**config.mk**
```make
export PLATFORM = sky130hd
export DESIGN_NAME = fir_mac_sequencer
export DESIGN_NICKNAME = d
export VERILOG_FILES = /design/src/rtl/fir_mac_sequencer.sv
export SDC_FILE = /design/constraint.sdc
export NUM_CORES = 1
export LEC_CHECK = 0
export CORE_ASPECT_RATIO = 0.9
export CORE_MARGIN = 2
export CORE_UTILIZATION = 51
export DETAILED_ROUTE_END_ITERATION = 16
export PLACE_DENSITY = 0.85
export SYNTH_ARGS = -nofsm -noshare
export SYNTH_HDL_FRONTEND = slang
export SYNTH_SLANG_ARGS = --single-unit
```
**constraint.sdc**
```tcl
create_clock -name clk -period 3.3 [get_ports clk]
set_input_delay 0.825 -clock clk [delete_from_list [all_inputs] [get_ports clk]]
set_output_delay 0.825 -clock clk [all_outputs]
set_load 0.01 [all_outputs]
```
**src/rtl/fir_mac_sequencer.sv**
```systemverilog
// Address and strobe sequencer for a time-multiplexed FIR built around one shared MAC.
// Owns the circular sample delay line: clears it after reset, then writes one sample per output.
module fir_mac_sequencer #(
    parameter int DATA_IN_WIDTH = 16,
    parameter int TAP_COUNT     = 107,
    parameter int ADDR_WIDTH    = 7
) (
    input  logic                     clk,
    input  logic                     reset_n,
    input  logic                     in_valid,
    output logic                     in_ready,
    input  logic [DATA_IN_WIDTH-1:0] data_in,
    output logic                     buf_we,
    output logic [ADDR_WIDTH-1:0]    buf_waddr,
    output logic [DATA_IN_WIDTH-1:0] buf_wdata,
    output logic [ADDR_WIDTH-1:0]    buf_raddr,
    output logic [ADDR_WIDTH-1:0]    coef_raddr,
    output logic                     mac_en,
    output logic                     mac_clr,
    output logic                     out_valid,
    output logic                     busy
);

    typedef enum logic [2:0] {
        CLEAR = 3'd0,
        IDLE  = 3'd1,
        RUN   = 3'd2,
        FLUSH = 3'd3,
        DONE  = 3'd4
    } state_t;

    localparam logic [ADDR_WIDTH-1:0] ZERO_ADDR = {ADDR_WIDTH{1'b0}};
    localparam logic [ADDR_WIDTH-1:0] ONE_ADDR  = ADDR_WIDTH'(1);
    localparam logic [ADDR_WIDTH-1:0] LAST_ADDR = ADDR_WIDTH'(TAP_COUNT - 1);

    function automatic logic [ADDR_WIDTH-1:0] ptr_inc(input logic [ADDR_WIDTH-1:0] p);
        return (p == LAST_ADDR) ? ZERO_ADDR : p + ONE_ADDR;
    endfunction

    function automatic logic [ADDR_WIDTH-1:0] ptr_dec(input logic [ADDR_WIDTH-1:0] p);
        return (p == ZERO_ADDR) ? LAST_ADDR : p - ONE_ADDR;
    endfunction

    state_t                  state_r;
    logic [ADDR_WIDTH-1:0]   clr_idx_r;
    logic [ADDR_WIDTH-1:0]   wr_ptr_r;
    logic [ADDR_WIDTH-1:0]   rd_ptr_r;
    logic [ADDR_WIDTH-1:0]   k_r;
    logic                    mac_en_r;
    logic                    mac_clr_r;
    logic                    out_valid_r;
    logic                    accept_s;
    logic                    in_ready_s;
    logic                    busy_s;
    logic                    buf_we_s;
    logic [ADDR_WIDTH-1:0]   buf_waddr_s;
    logic [DATA_IN_WIDTH-1:0] buf_wdata_s;

    // Handshake and write-port decode; the clear write is gated by reset_n so it drops asynchronously.
    always_comb begin
        accept_s    = 1'b0;
        in_ready_s  = 1'b0;
        busy_s      = 1'b1;
        buf_we_s    = 1'b0;
        buf_waddr_s = wr_ptr_r;
        buf_wdata_s = {DATA_IN_WIDTH{1'b0}};
        case (state_r)
            CLEAR: begin
                buf_we_s    = reset_n;
                buf_waddr_s = clr_idx_r;
            end
            IDLE: begin
                in_ready_s  = 1'b1;
                busy_s      = 1'b0;
                accept_s    = in_valid;
                buf_we_s    = in_valid;
                buf_wdata_s = data_in;
            end
            default: begin
                busy_s = 1'b1;
            end
        endcase
    end

    // Sequencer state, pointers and the registered MAC/output strobes.
    always_ff @(posedge clk or negedge reset_n) begin
        if (!reset_n) begin
            state_r     <= CLEAR;
            clr_idx_r   <= ZERO_ADDR;
            wr_ptr_r    <= ZERO_ADDR;
            rd_ptr_r    <= ZERO_ADDR;
            k_r         <= ZERO_ADDR;
            mac_en_r    <= 1'b0;
            mac_clr_r   <= 1'b0;
            out_valid_r <= 1'b0;
        end else begin
            // Read data arrives one cycle after the address, so the strobes trail the read by one cycle.
            mac_en_r    <= (state_r == RUN);
            mac_clr_r   <= (state_r == RUN) && (k_r == ZERO_ADDR);
            out_valid_r <= (state_r == FLUSH);
            case (state_r)
                CLEAR: begin
                    if (clr_idx_r == LAST_ADDR) begin
                        clr_idx_r <= ZERO_ADDR;
                        state_r   <= IDLE;
                    end else begin
                        clr_idx_r <= clr_idx_r + ONE_ADDR;
                    end
                end
                IDLE: begin
                    if (accept_s) begin
                        rd_ptr_r <= wr_ptr_r;
                        k_r      <= ZERO_ADDR;
                        wr_ptr_r <= ptr_inc(wr_ptr_r);
                        state_r  <= RUN;
                    end else begin
                        state_r  <= IDLE;
                    end
                end
                RUN: begin
                    if (k_r == LAST_ADDR) begin
                        state_r <= FLUSH;
                    end else begin
                        k_r      <= k_r + ONE_ADDR;
                        rd_ptr_r <= ptr_dec(rd_ptr_r);
                    end
                end
                FLUSH: state_r <= DONE;
                DONE:  state_r <= IDLE;
                default: state_r <= CLEAR;
            endcase
        end
    end

    assign in_ready   = in_ready_s;
    assign busy       = busy_s;
    assign buf_we     = buf_we_s;
    assign buf_waddr  = buf_waddr_s;
    assign buf_wdata  = buf_wdata_s;
    assign buf_raddr  = rd_ptr_r;
    assign coef_raddr = k_r;
    assign mac_en     = mac_en_r;
    assign mac_clr    = mac_clr_r;
    assign out_valid  = out_valid_r;

endmodule

```
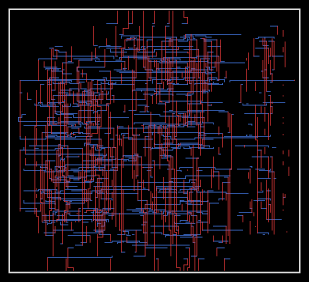
Fig. 1. Routed metal, one colour a layer.
Drawn at 4 px/um. Two of the layers only.
legend:
  metal 2:
    colour: red
    wire_length: 2340 um
  metal 1:
    colour: blue
    wire_length: 2030 um

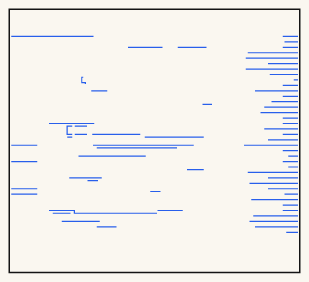
Fig. 2. Met3 routing.
Drawn at 4 px/um.
longest straight run: 24.8 um
main direction: horizontal
share of all routed wire: 10%
wire length on this layer: 496 um
nets with wire on the layer: 59

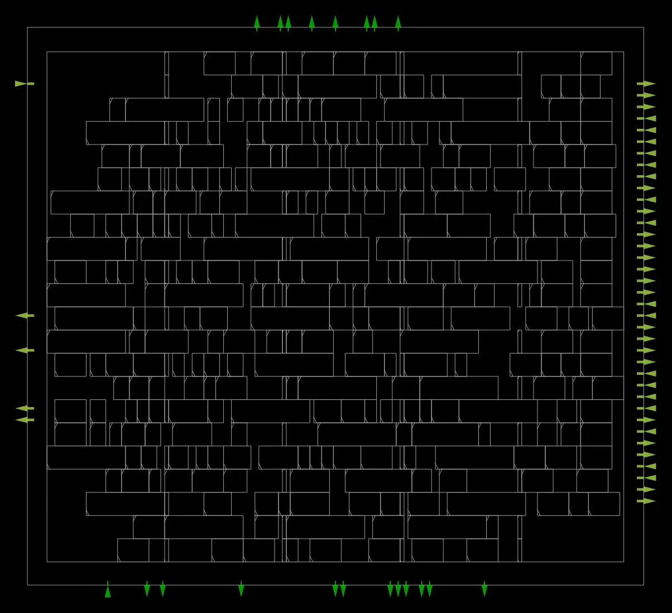
Fig. 3. Cell outlines without signal wires.
Tap Count: 48
sequential portion of the cell area: 29.8%
Filler Cells Inserted: 334
post-route non-filler standard cell count: 345
flip-flop and latch count: 34

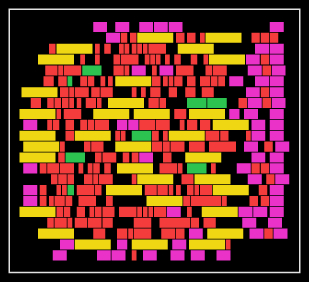
Fig. 4. Cell classes on the final placement.
Drawn at 4 px/um.
legend:
  sequential cells:
    colour: yellow
    cells: 34
    share_of_their_area: 30%
  combinational and other logic:
    colour: red
    cells: 190
    share_of_their_area: 43%
  clock drivers and dummy loads:
    colour: green
    cells: 8
    share_of_their_area: 3.3%
  remaining buffers and delay cells:
    colour: magenta
    cells: 65
    share_of_their_area: 23%

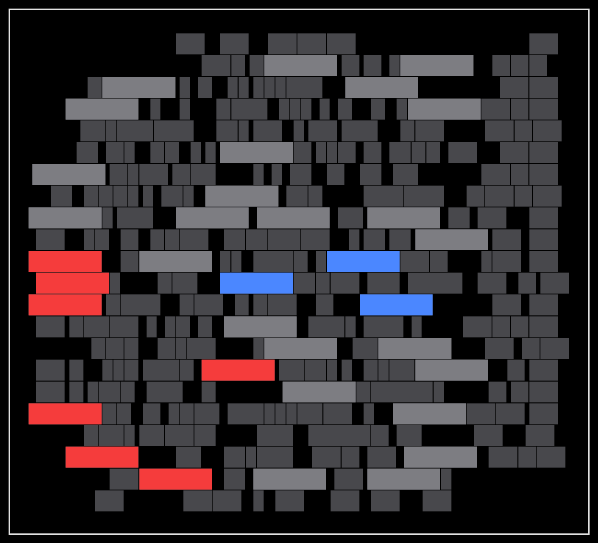
Fig. 5. Where the registers sit.
Drawn at 8 px/um. Other sequential cells in the stronger grey, the rest of the logic in the fainter grey.
legend:
  state_r:
    colour: blue
    placed_flops: 3
  buf_raddr:
    colour: red
    placed_flops: 7

==> results.py <==
# Synthesis and PnR figures
metrics = {
    "pwr": {
        "pwr-share-comb_pct": 48.4,
        "pwr.group.clock_uw": 322,
        "power.static_leakage_uw": 0.00124,
    },
    "status": {
        "outcome": "completed",
    },
    "routing": {
        "top_routing_layer_in_use": "met4",
        "route.vias.total": 1960,
        "drt-vias-per-instance": 5.68,
        "route.met3.wl_um": 495,
    },
    "placement": {
        "gpl.final_weighted_congestion": 0.818,
        "dpl_hpwl_mm": 3.56,
    },
    "sta": {
        "worst_slew_pin_slew_ns": 0.507,
        "finalSetupViolations": 0,
        "rsz_0062_raised_after_global_routing": "false",
    },
    "clocking": {
        "number_of_gates_resized_after_cts": 0,
        "cts_root_buffer": "sky130_fd_sc_hd__clkbuf_8",
        "cts_hold_repair.buffers": 0,
    },
    "synth": {
        "synth-async-reset-ratio_pct": 100,
        "synth_top_area_share_pct": 39.8,
        "yosys.stat.seqShare_pct": 39.8,
    },
    "cells_and_area": {
        "area_growth_syn_to_layout_pct": 33.5,
        "lay_top_count": "sky130_fd_sc_hd__clkdlybuf4s50_1",
        "flop_area_um2": 851,
    },
    "global_routing": {
        "grt_use_met3_pct": 6.13,
        "gr-max-usage-layer": "met2",
    },
    "floorplanning": {
        "die_x_extent_um": 72.3,
        "die_height_um": 65.4,
    },
}
## sequential cells by signal (all words and copies together), names as in the netlist
register	cells
buf_raddr	7
clr_idx_r	7
coef_raddr	7
wr_ptr_r	7
state_r	3
mac_clr	1
mac_en	1
out_valid	1
## layout make-up
cell class / count / share of cell area [%]
multi-input combinational: 179 / 41.0
clock inverter: 1 / 0.175
timing repair buffer: 65 / 22.4
sequential: 34 / 29.8
clock buffer: 7 / 3.02
tap: 48 / 2.10
inverter: 11 / 1.45
## cells in the mapped netlist (2+ instances only)
cell,count
sky130_fd_sc_hd__a21o_1,5
sky130_fd_sc_hd__o31ai_1,2
sky130_fd_sc_hd__buf_4,2
sky130_fd_sc_hd__nor4_1,2
sky130_fd_sc_hd__and3_1,4
sky130_fd_sc_hd__buf_2,2
sky130_fd_sc_hd__o21ai_0,15
sky130_fd_sc_hd__nor2_1,12
sky130_fd_sc_hd__nor4b_1,2
sky130_fd_sc_hd__a22o_1,3
sky130_fd_sc_hd__nand3_1,11
sky130_fd_sc_hd__ha_1,9
sky130_fd_sc_hd__xnor2_1,4
sky130_fd_sc_hd__a31oi_1,5
sky130_fd_sc_hd__mux2i_1,2
sky130_fd_sc_hd__buf_6,2
sky130_fd_sc_hd__nor4_4,2
sky130_fd_sc_hd__and3b_2,2
sky130_fd_sc_hd__and2_1,16
sky130_fd_sc_hd__a221oi_1,2
sky130_fd_sc_hd__a21oi_1,7
sky130_fd_sc_hd__inv_1,11
sky130_fd_sc_hd__nor3_1,9
sky130_fd_sc_hd__nand2_1,34
sky130_fd_sc_hd__nor3b_1,2
sky130_fd_sc_hd__nand4_1,3
sky130_fd_sc_hd__dfrtp_1,34
sky130_fd_sc_hd__clkbuf_1,6
## critical path, stage by stage
cell and delay (ns):
sky130_fd_sc_hd__clkdlybuf4s50_1 0.52, sky130_fd_sc_hd__nand4bb_1 0.16, sky130_fd_sc_hd__nand2_1 0.12, sky130_fd_sc_hd__clkdlybuf4s50_1 0.54
## through the flow
stage          instance area (um2)  setup WS, ns
2_1_floorplan                 2140          1.05
3_3_place_gp                  2760         0.372
3_5_place_dp                  2760         0.361
4_1_cts                       2860         0.301
5_1_grt                       2860         0.242
6_report                      2860         0.308
## final timing paths
check	start	to	depth (start not counted)
setup / recovery	in_valid	buf_we	4
hold / removal	coef_raddr[5]$_DFFE_PN0P_	mac_clr$_DFF_PN0_	1
setup reg to reg	state_r[1]$_DFFE_PN0P_	buf_raddr[6]$_DFFE_PN0P_	5
hold reg to reg	coef_raddr[5]$_DFFE_PN0P_	mac_clr$_DFF_PN0_	1
max in group asynchronous	reset_n	state_r[0]$_DFFE_PN0P_	2
min in group asynchronous	reset_n	coef_raddr[1]$_DFFE_PN0P_	2
## kinds of logic after synthesis
group / after synthesis / share of synthesized area, %
muxes: 2 / 0.936
xor gates and xnor gates: 4 / 1.64
DFF: 34 / 39.8
and+or+nand+nor: 113 / 30.7
AOI/OAI and AO/OA: 51 / 16.3
buffers and inverters: 24 / 5.44
adders and majority gates: 9 / 5.27
Power figures rest on the tool's default switching activity, not on a simulated workload.
